File: src/rtl/cascade_inta_sequencer_pkg.sv
`default_nettype none
// ============================================================================
// Module      : cascade_pkg
// Description : Shared types and constants for the 8259 cascade INTA
//               sequencer: FSM state encoding, VEC_SEL byte codes, the CALL
//               opcode and per-CPU pulse counts, plus helpers that decide
//               which vector byte (if any) this device releases on a pulse.
// Revision    : 1.0 - initial release
// ============================================================================
package cascade_pkg;

  typedef enum logic [1:0] {
    ST_IDLE  = 2'd0,
    ST_PULSE = 2'd1,
    ST_GAP   = 2'd2,
    ST_DONE  = 2'd3
  } state_e;

  localparam logic [1:0] VSEL_CALL = 2'd0;
  localparam logic [1:0] VSEL_LO   = 2'd1;
  localparam logic [1:0] VSEL_HI   = 2'd2;

  localparam logic [7:0] CALL_OPCODE = 8'hCD;

  localparam logic [1:0] PULSES_8086 = 2'd2;
  localparam logic [1:0] PULSES_8085 = 2'd3;

  // Byte presented on a given pulse: 8085 walks CALL/LO/HI, 8086 only
  // carries a vector on its second pulse.
  function automatic logic [1:0] vsel_for(input logic m8086, input logic [1:0] pulse);
    return m8086 ? VSEL_LO : (pulse - 2'd1);
  endfunction

  // Whether this device owns the data bus on the given pulse. A cascaded
  // master only supplies the CALL; the addressed slave supplies the rest.
  function automatic logic vec_enable(input logic       master,
                                      input logic       cascaded,
                                      input logic       selected,
                                      input logic       m8086,
                                      input logic [1:0] pulse);
    logic is_call;
    is_call = !m8086 && (pulse == 2'd1);
    if (m8086 && (pulse == 2'd1)) return 1'b0;
    if (master) return cascaded ? is_call : 1'b1;
    return selected && !is_call;
  endfunction

endpackage
`default_nettype wire

File: src/rtl/cascade_inta_sequencer_inta_edge_detect.sv
`default_nettype none
// ============================================================================
// Module      : inta_edge_detect
// Description : Registers INTA_N and produces one-cycle fall/rise strobes
//               from the registered history (prev = older stage).
// Ports       : clk, rst_n      - clock, async active-low reset
//               inta_n          - CPU acknowledge, already synchronous
//               inta_fall/rise  - one-cycle edge strobes
// Revision    : 1.0 - initial release
// ============================================================================
module inta_edge_detect (
  input  logic clk,
  input  logic rst_n,
  input  logic inta_n,
  output logic inta_fall,
  output logic inta_rise
);

  logic inta_d1_q, inta_d1_d;
  logic inta_d2_q, inta_d2_d;

  always_comb begin
    inta_d1_d = inta_n;
    inta_d2_d = inta_d1_q;
  end

  // Reset to the inactive (high) level so release never fakes a fall.
  always_ff @(posedge clk or negedge rst_n) begin
    if (!rst_n) begin
      inta_d1_q <= 1'b1;
      inta_d2_q <= 1'b1;
    end else begin
      inta_d1_q <= inta_d1_d;
      inta_d2_q <= inta_d2_d;
    end
  end

  assign inta_fall = inta_d2_q & ~inta_d1_q;
  assign inta_rise = ~inta_d2_q & inta_d1_q;

endmodule
`default_nettype wire

File: src/rtl/cascade_inta_sequencer.sv
`default_nettype none
// ============================================================================
// Module      : cascade_inta_sequencer
// Description : 8259 cascade interrupt-acknowledge sequencer. Master mode
//               drives the slave ID onto CAS for the whole INTA sequence;
//               slave mode decodes CAS and releases its vector only when
//               addressed. Tells the data-bus logic which byte to release.
// Ports       : clk, rst_n                     - clock, async active-low reset
//               spen, sngl, mode_8086, icw3    - configuration
//               ir_sel, ir_valid               - resolver request
//               inta_n, cas_in                 - CPU acknowledge, cascade lines
//               cas_out, cas_oe                - cascade drive
//               freeze, latch_isr, latched_ir  - IRR/ISR control
//               vec_oe, vec_sel, seq_done      - data-bus control, AEOI strobe
// Revision    : 1.0 - initial release
// ============================================================================
module cascade_inta_sequencer
  import cascade_pkg::*;
#(
  parameter int TIMEOUT_CYCLES = 255
) (
  input  logic       clk,
  input  logic       rst_n,
  input  logic       spen,
  input  logic       sngl,
  input  logic       mode_8086,
  input  logic [7:0] icw3,
  input  logic [2:0] ir_sel,
  input  logic       ir_valid,
  input  logic       inta_n,
  input  logic [2:0] cas_in,
  output logic [2:0] cas_out,
  output logic       cas_oe,
  output logic       freeze,
  output logic       latch_isr,
  output logic [2:0] latched_ir,
  output logic       vec_oe,
  output logic [1:0] vec_sel,
  output logic       seq_done
);

  localparam logic [7:0] TMO_LAST = 8'(TIMEOUT_CYCLES - 1);

  logic inta_fall, inta_rise;

  inta_edge_detect u_edge (
    .clk       (clk),
    .rst_n     (rst_n),
    .inta_n    (inta_n),
    .inta_fall (inta_fall),
    .inta_rise (inta_rise)
  );

  state_e     state_q, state_d;
  logic [1:0] pulse_q, pulse_d;
  logic [7:0] tmo_q, tmo_d;
  logic       mode_q, mode_d;          // 1 = master for this sequence
  logic       m8086_q, m8086_d;
  logic       sngl_q, sngl_d;
  logic [2:0] own_id_q, own_id_d;
  logic       ir_valid_q, ir_valid_d;
  logic       cascaded_q, cascaded_d;
  logic       selected_q, selected_d;
  logic [2:0] cas_out_q, cas_out_d;
  logic       cas_oe_q, cas_oe_d;
  logic       freeze_q, freeze_d;
  logic       latch_isr_q, latch_isr_d;
  logic [2:0] latched_ir_q, latched_ir_d;
  logic       vec_oe_q, vec_oe_d;
  logic [1:0] vec_sel_q, vec_sel_d;
  logic       seq_done_q, seq_done_d;

  logic       casc_first;
  logic       sel_first;
  logic [1:0] last_pulse;
  logic [1:0] pulse_next;

  // Cascade decision uses live inputs because it is taken on the first fall.
  assign casc_first = spen & ~sngl & ir_valid & icw3[ir_sel];
  // Slave decision uses the configuration latched at the first fall.
  assign sel_first  = ~sngl_q & (cas_in == own_id_q);
  assign last_pulse = m8086_q ? PULSES_8086 : PULSES_8085;
  assign pulse_next = pulse_q + 2'd1;

  always_comb begin
    state_d      = state_q;
    pulse_d      = pulse_q;
    tmo_d        = tmo_q;
    mode_d       = mode_q;
    m8086_d      = m8086_q;
    sngl_d       = sngl_q;
    own_id_d     = own_id_q;
    ir_valid_d   = ir_valid_q;
    cascaded_d   = cascaded_q;
    selected_d   = selected_q;
    cas_out_d    = cas_out_q;
    cas_oe_d     = cas_oe_q;
    freeze_d     = freeze_q;
    latched_ir_d = latched_ir_q;
    vec_oe_d     = vec_oe_q;
    vec_sel_d    = vec_sel_q;
    latch_isr_d  = 1'b0;
    seq_done_d   = 1'b0;

    case (state_q)
      ST_IDLE: begin
        if (inta_fall) begin
          state_d      = ST_PULSE;
          pulse_d      = 2'd1;
          tmo_d        = 8'd0;
          mode_d       = spen;
          m8086_d      = mode_8086;
          sngl_d       = sngl;
          own_id_d     = icw3[2:0];
          ir_valid_d   = ir_valid;
          selected_d   = 1'b0;
          freeze_d     = 1'b1;
          latched_ir_d = ir_valid ? ir_sel : 3'd7;
          cascaded_d   = casc_first;
          cas_oe_d     = casc_first;
          cas_out_d    = casc_first ? ir_sel : 3'd0;
          latch_isr_d  = spen & ir_valid;
          vec_oe_d     = vec_enable(spen, casc_first, 1'b0, mode_8086, 2'd1);
          vec_sel_d    = vsel_for(mode_8086, 2'd1);
        end
      end
      ST_PULSE: begin
        if (inta_rise) begin
          vec_oe_d = 1'b0;
          if (!mode_q && (pulse_q == 2'd1)) begin
            selected_d  = sel_first;
            latch_isr_d = sel_first & ir_valid_q;
          end
          if (pulse_q == last_pulse) begin
            state_d    = ST_DONE;
            seq_done_d = 1'b1;
            freeze_d   = 1'b0;
          end else begin
            state_d = ST_GAP;
            tmo_d   = 8'd0;
          end
        end
      end
      ST_GAP: begin
        if (inta_fall) begin
          state_d   = ST_PULSE;
          pulse_d   = pulse_next;
          vec_oe_d  = vec_enable(mode_q, cascaded_q, selected_q, m8086_q, pulse_next);
          vec_sel_d = vsel_for(m8086_q, pulse_next);
        end else if (tmo_q == TMO_LAST) begin
          // Abort: release everything silently, no SEQ_DONE.
          state_d   = ST_IDLE;
          tmo_d     = 8'd0;
          freeze_d  = 1'b0;
          cas_oe_d  = 1'b0;
          cas_out_d = 3'd0;
          vec_oe_d  = 1'b0;
        end else begin
          tmo_d = tmo_q + 8'd1;
        end
      end
      ST_DONE: begin
        // Falls seen here are dropped; a new sequence must start from IDLE.
        state_d   = ST_IDLE;
        cas_oe_d  = 1'b0;
        cas_out_d = 3'd0;
      end
      default: state_d = ST_IDLE;
    endcase
  end

  always_ff @(posedge clk or negedge rst_n) begin
    if (!rst_n) begin
      state_q      <= ST_IDLE;
      pulse_q      <= 2'd0;
      tmo_q        <= 8'd0;
      mode_q       <= 1'b0;
      m8086_q      <= 1'b0;
      sngl_q       <= 1'b0;
      own_id_q     <= 3'd0;
      ir_valid_q   <= 1'b0;
      cascaded_q   <= 1'b0;
      selected_q   <= 1'b0;
      cas_out_q    <= 3'd0;
      cas_oe_q     <= 1'b0;
      freeze_q     <= 1'b0;
      latch_isr_q  <= 1'b0;
      latched_ir_q <= 3'd0;
      vec_oe_q     <= 1'b0;
      vec_sel_q    <= 2'd0;
      seq_done_q   <= 1'b0;
    end else begin
      state_q      <= state_d;
      pulse_q      <= pulse_d;
      tmo_q        <= tmo_d;
      mode_q       <= mode_d;
      m8086_q      <= m8086_d;
      sngl_q       <= sngl_d;
      own_id_q     <= own_id_d;
      ir_valid_q   <= ir_valid_d;
      cascaded_q   <= cascaded_d;
      selected_q   <= selected_d;
      cas_out_q    <= cas_out_d;
      cas_oe_q     <= cas_oe_d;
      freeze_q     <= freeze_d;
      latch_isr_q  <= latch_isr_d;
      latched_ir_q <= latched_ir_d;
      vec_oe_q     <= vec_oe_d;
      vec_sel_q    <= vec_sel_d;
      seq_done_q   <= seq_done_d;
    end
  end

  assign cas_out    = cas_out_q;
  assign cas_oe     = cas_oe_q;
  assign freeze     = freeze_q;
  assign latch_isr  = latch_isr_q;
  assign latched_ir = latched_ir_q;
  assign vec_oe     = vec_oe_q;
  assign vec_sel    = vec_sel_q;
  assign seq_done   = seq_done_q;

endmodule
`default_nettype wire

File: config.mk
export PLATFORM = sky130hd
export DESIGN_NAME = cascade_inta_sequencer
export DESIGN_NICKNAME = d
export VERILOG_FILES = /design/src/rtl/cascade_inta_sequencer_pkg.sv /design/src/rtl/cascade_inta_sequencer_inta_edge_detect.sv /design/src/rtl/cascade_inta_sequencer.sv
export SDC_FILE = /design/constraint.sdc
export NUM_CORES = 1
export LEC_CHECK = 0
export CORE_MARGIN = 2
export CORE_UTILIZATION = 56
export CTS_BUF_LIST = sky130_fd_sc_hd__clkbuf_2
export CTS_CLUSTER_DIAMETER = 120
export DETAILED_ROUTE_END_ITERATION = 6
export PLACE_DENSITY = 0.83
export REMOVE_ABC_BUFFERS = 1
export SETUP_SLACK_MARGIN = 0.4
export SLEW_MARGIN = 20
export SYNTH_ARGS = -nofsm -noshare
export SYNTH_HDL_FRONTEND = slang
export SYNTH_HIERARCHICAL = 1
export SYNTH_SLANG_ARGS = --single-unit
export TNS_END_PERCENT = 100
File: constraint.sdc
create_clock -name clk -period 3.4 [get_ports clk]
set_input_delay 1.02 -clock clk [delete_from_list [all_inputs] [get_ports clk]]
set_output_delay 1.02 -clock clk [all_outputs]
set_load 0.01 [all_outputs]
Fig. 1: M2 wires
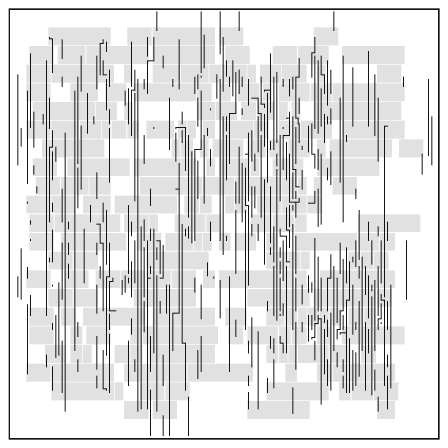
The layer carries 2090 um of wire. The layer holds 52% of the routed length. The longest straight run is 48.3 um.

Fig. 2: metal layers overlaid
Two of the layers only.
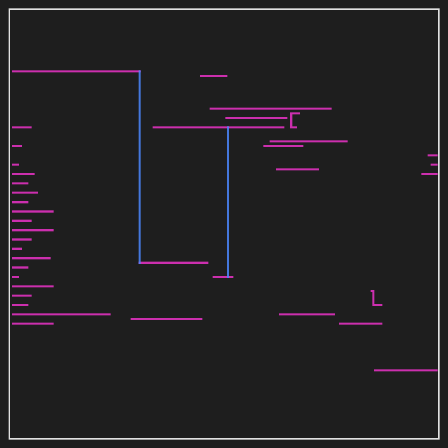
Key: met3 = magenta [wire length 217 um]; met4 = blue [wire length 49.6 um]
routed length per instance: 15.51 um
Total GRT Usage: 0.2288

==> results.json <==
{
  "outcome": "finished clean",
  "top_cell_area_share": 0.4468,
  "drive_gt1_frac": 0.1215,
  "cts_root_buffer": "clkbuf_2",
  "synthCells": 176,
  "synth_flops": 36,
  "cap_violations": 0,
  "fp_util": 0.5752,
  "ys_area_sq_um": 1904,
  "grt_start_max_net_pins": 37,
  "antenna_cells": 0,
  "warnings": 31,
  "fmax_mhz": 404.6,
  "yosys-stat-cells": 176,
  "grt_pass1_vias": 1506,
  "final-hold-violation-count": 0,
  "final_cell_mix": "34 x dfrtp_1, 33 x clkdlybuf4s50_1, 14 x o21ai_0",
  "rows": 21,
  "post_cts_resized": 0,
  "ir_drop_v": 0.0004996,
  "avgSynthCellArea_sq_um": 10.82,
  "grt_overflow": 0,
  "setup_tns_ns": 0,
  "htree_num_levels": 2,
  "power_density_nw_per_um2": 728.0,
  "synth_area_sq_um": 1904,
  "clk_pin_slew_ns": 0.17,
  "rsz0062_at_grt": "false",
  "wirelength_mm": 4.033,
  "dp_worst_setup_slack_ns": 0.5513,
  "io_pins": 34,
  "ys_seq_frac": 0.4744,
  "fp.dieW_um": 62.32,
  "firstDrtPassIters": 4,
  "post-cts-setup-buffer-count": 0,
  "synthDistinctLibCells": 41,
  "finalInstanceArea_sq_um": 2349,
  "cp.required_ns": 3.69,
  "numCtsBuffers": 5,
  "cts_hold_buf": 0,
  "area_delta_synth_final_pct": 23.32,
  "num-fill-cells": 268,
  "layout_top_cell": "dfrtp_1",
  "layout.nets": 244,
  "port_buffers": 33,
  "dr_total_vias": 1514,
  "cp-start-kind": "input port",
  "yosys-top-cells-area": "dfrtp_1 45%, ha_1 6.6%, mux2_2 5.3%",
  "relSlewSlack": 0.5448,
  "cts.path.max_buffers": 2,
  "core_area_sq_um": 3311,
  "routed_via_density": 5.823,
  "hp-class": "flop to flop",
  "worst_pin_slew_ns": 0.6765,
  "final_antenna_net_count": 0,
  "crit_type": "input port to flop",
  "leakagePower_nw": 1.055,
  "die_h_um": 62.32,
  "fp.dieArea_sq_um": 3883,
  "crit_fanout": 5,
  "dp.final_hpwl_mm": 3.083,
  "placed_area_sq_um": 2281,
  "finalMaxSlewViolations": 0,
  "cp-end-kind": "flop",
  "final.setup.worst_slack_ns": 0.9287,
  "antenna_found_initial": 0,
  "min_period_ns": 2.471,
  "first_iter_violations": 133,
  "yosys_warnings": 6,
  "cts_tree": "yes",
  "fin_skew_ns": 0.01711,
  "yosys.area.top_type": "dfrtp_1",
  "place.gp.congestion": 0.8226,
  "grt_pass1_wl_mm": 6.886,
  "drc": 0,
  "arrival_ns": 2.76,
  "setup_viol": 0,
  "finalCritPeriodShare": 0.7269
}
Fig. 3: clock routing
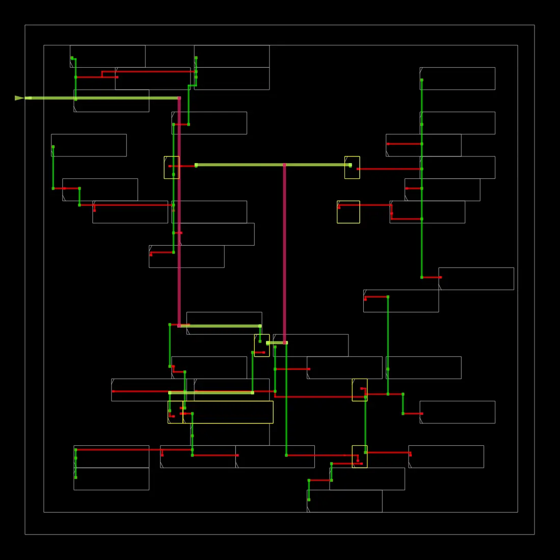
clk_lat worst skew: 0.39 ns
flop count: 36
Clock group: 0.000269 W
clock tree sinks: 36

Fig. 4: signal wires on met1
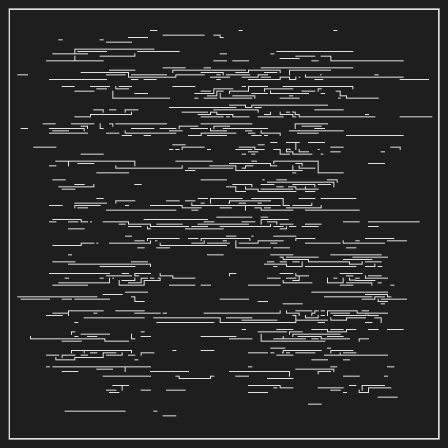
The layer carries 1680 um of wire. 212 nets have wire on it. The layer holds 42% of the routed length. The wires run mostly horizontal. The longest straight run is 14.3 um.

[path summary, 6_finish.rpt]
kind / from / to / slack [ns] / depth (start not counted)
setup / recovery: ir_sel[0] / cascaded_q$_DFFE_PN0P_ / 0.93 / 5
hold / removal: u_edge/inta_d1_q$_DFF_PN1_ / u_edge/inta_d2_q$_DFF_PN1_ / 0.39 / 0
setup reg to reg: u_edge/inta_d2_q$_DFF_PN1_ / tmo_q[4]$_DFFE_PN0P_ / 1.18 / 5
hold reg to reg: u_edge/inta_d1_q$_DFF_PN1_ / u_edge/inta_d2_q$_DFF_PN1_ / 0.39 / 0
max in group asynchronous: rst_n / u_edge/inta_d1_q$_DFF_PN1_ / 2.04 / 2
min in group asynchronous: rst_n / tmo_q[3]$_DFFE_PN0P_ / 1.01 / 2
[cell type report]
type	count	area, sq um	area share
Clock inverter	3	42.54	0.01811
Sequential cell	36	903.4	0.3847
Tap cell	46	57.56	0.02451
Clock buffer	5	25.02	0.01066
Inverter	11	41.29	0.01758
Timing Repair Buffer	34	337.8	0.1438
Multi-Input combinational cell	125	940.9	0.4006
[registers in the layout, summed over array words and instances, names as in the netlist, 2 cells and up]
name and cells:
own_id_q 3, cas_out 3, pulse_q 2, tmo_q 8
state_q 2, latched_ir 3, vec_sel 2
[Yosys cell counts, drive strengths merged]
library cell	number
dfrtp	34
o21ai	15
nand2	12
inv	11
ha	10
mux2	9
nor2	8
nor2b	8
a21oi	7
a22o	7
and3	5
a32o	4
mux2i	4
nor3	4
buf	3
nand3	3
a211oi	2
and2b	2
dfstp	2
mux4	2
nand2b	2
nand4	2
nand4b	2
nor4	2
xnor2	2
xor2	2
a21o	1
a31o	1
a41oi	1
and2	1
and3b	1
and4b	1
clkbuf	1
o211ai	1
o221ai	1
o22ai	1
o2bb2ai	1
or3b	1
[kinds of logic (layout without fill, tap and decap cells)]
kind of cell             count (synthesis)  in the layout  synth area share
AND-OR/OR-AND                           42             42            0.1491
XOR/XNOR                                 4              4           0.01840
adder cells (fa/ha/maj)                 10             10           0.06570
buffers and inverters                   15             53           0.03153
flip-flops                              36             36            0.4744
multiplexers                            15             15            0.1018
AND/OR/NAND/NOR                         54             54            0.1590
[where the power goes]
part	total [W]	switching (W)	leakage [nW]	internal, W
registers	0.000659	0.000100	0.459	0.000559
logic	0.000782	0.000415	0.558	0.000366
clock network	0.000269	0.000146	0.0390	0.000123
total	0.00171	0.000662	1.06	0.00105
[critical path: stages]
cell	delay (ns)
clkdlybuf4s50_1	0.55
mux4_1	0.56
mux2i_1	0.24
nor3_2	0.11
mux2_2	0.27
[per-stage QoR]
step                      utilization  hold slack [ns]  power, W  instances
after floorplan                     -           0.3587  0.001156        172
after global placement         0.6890           0.3656  0.001397        252
after detailed placement       0.6890           0.3651  0.001441        252
after CTS                      0.7094           0.3871  0.001716        260
after global routing           0.7094           0.3925  0.001843        260
final                          0.7094           0.3855  0.001710        260
[routing by layer]
layer | GRT usage | vias up | part of all wire
li1 | - | 716 | -
met1 | 0.2621 | 741 | 0.42
met2 | 0.4158 | 53 | 0.52
met3 | 0.05978 | 4 | 0.054
met4 | 0.07500 | 0 | 0.012
met5 | 0 | - | 0
Power figures rest on the tool's default switching activity, not on a simulated workload.
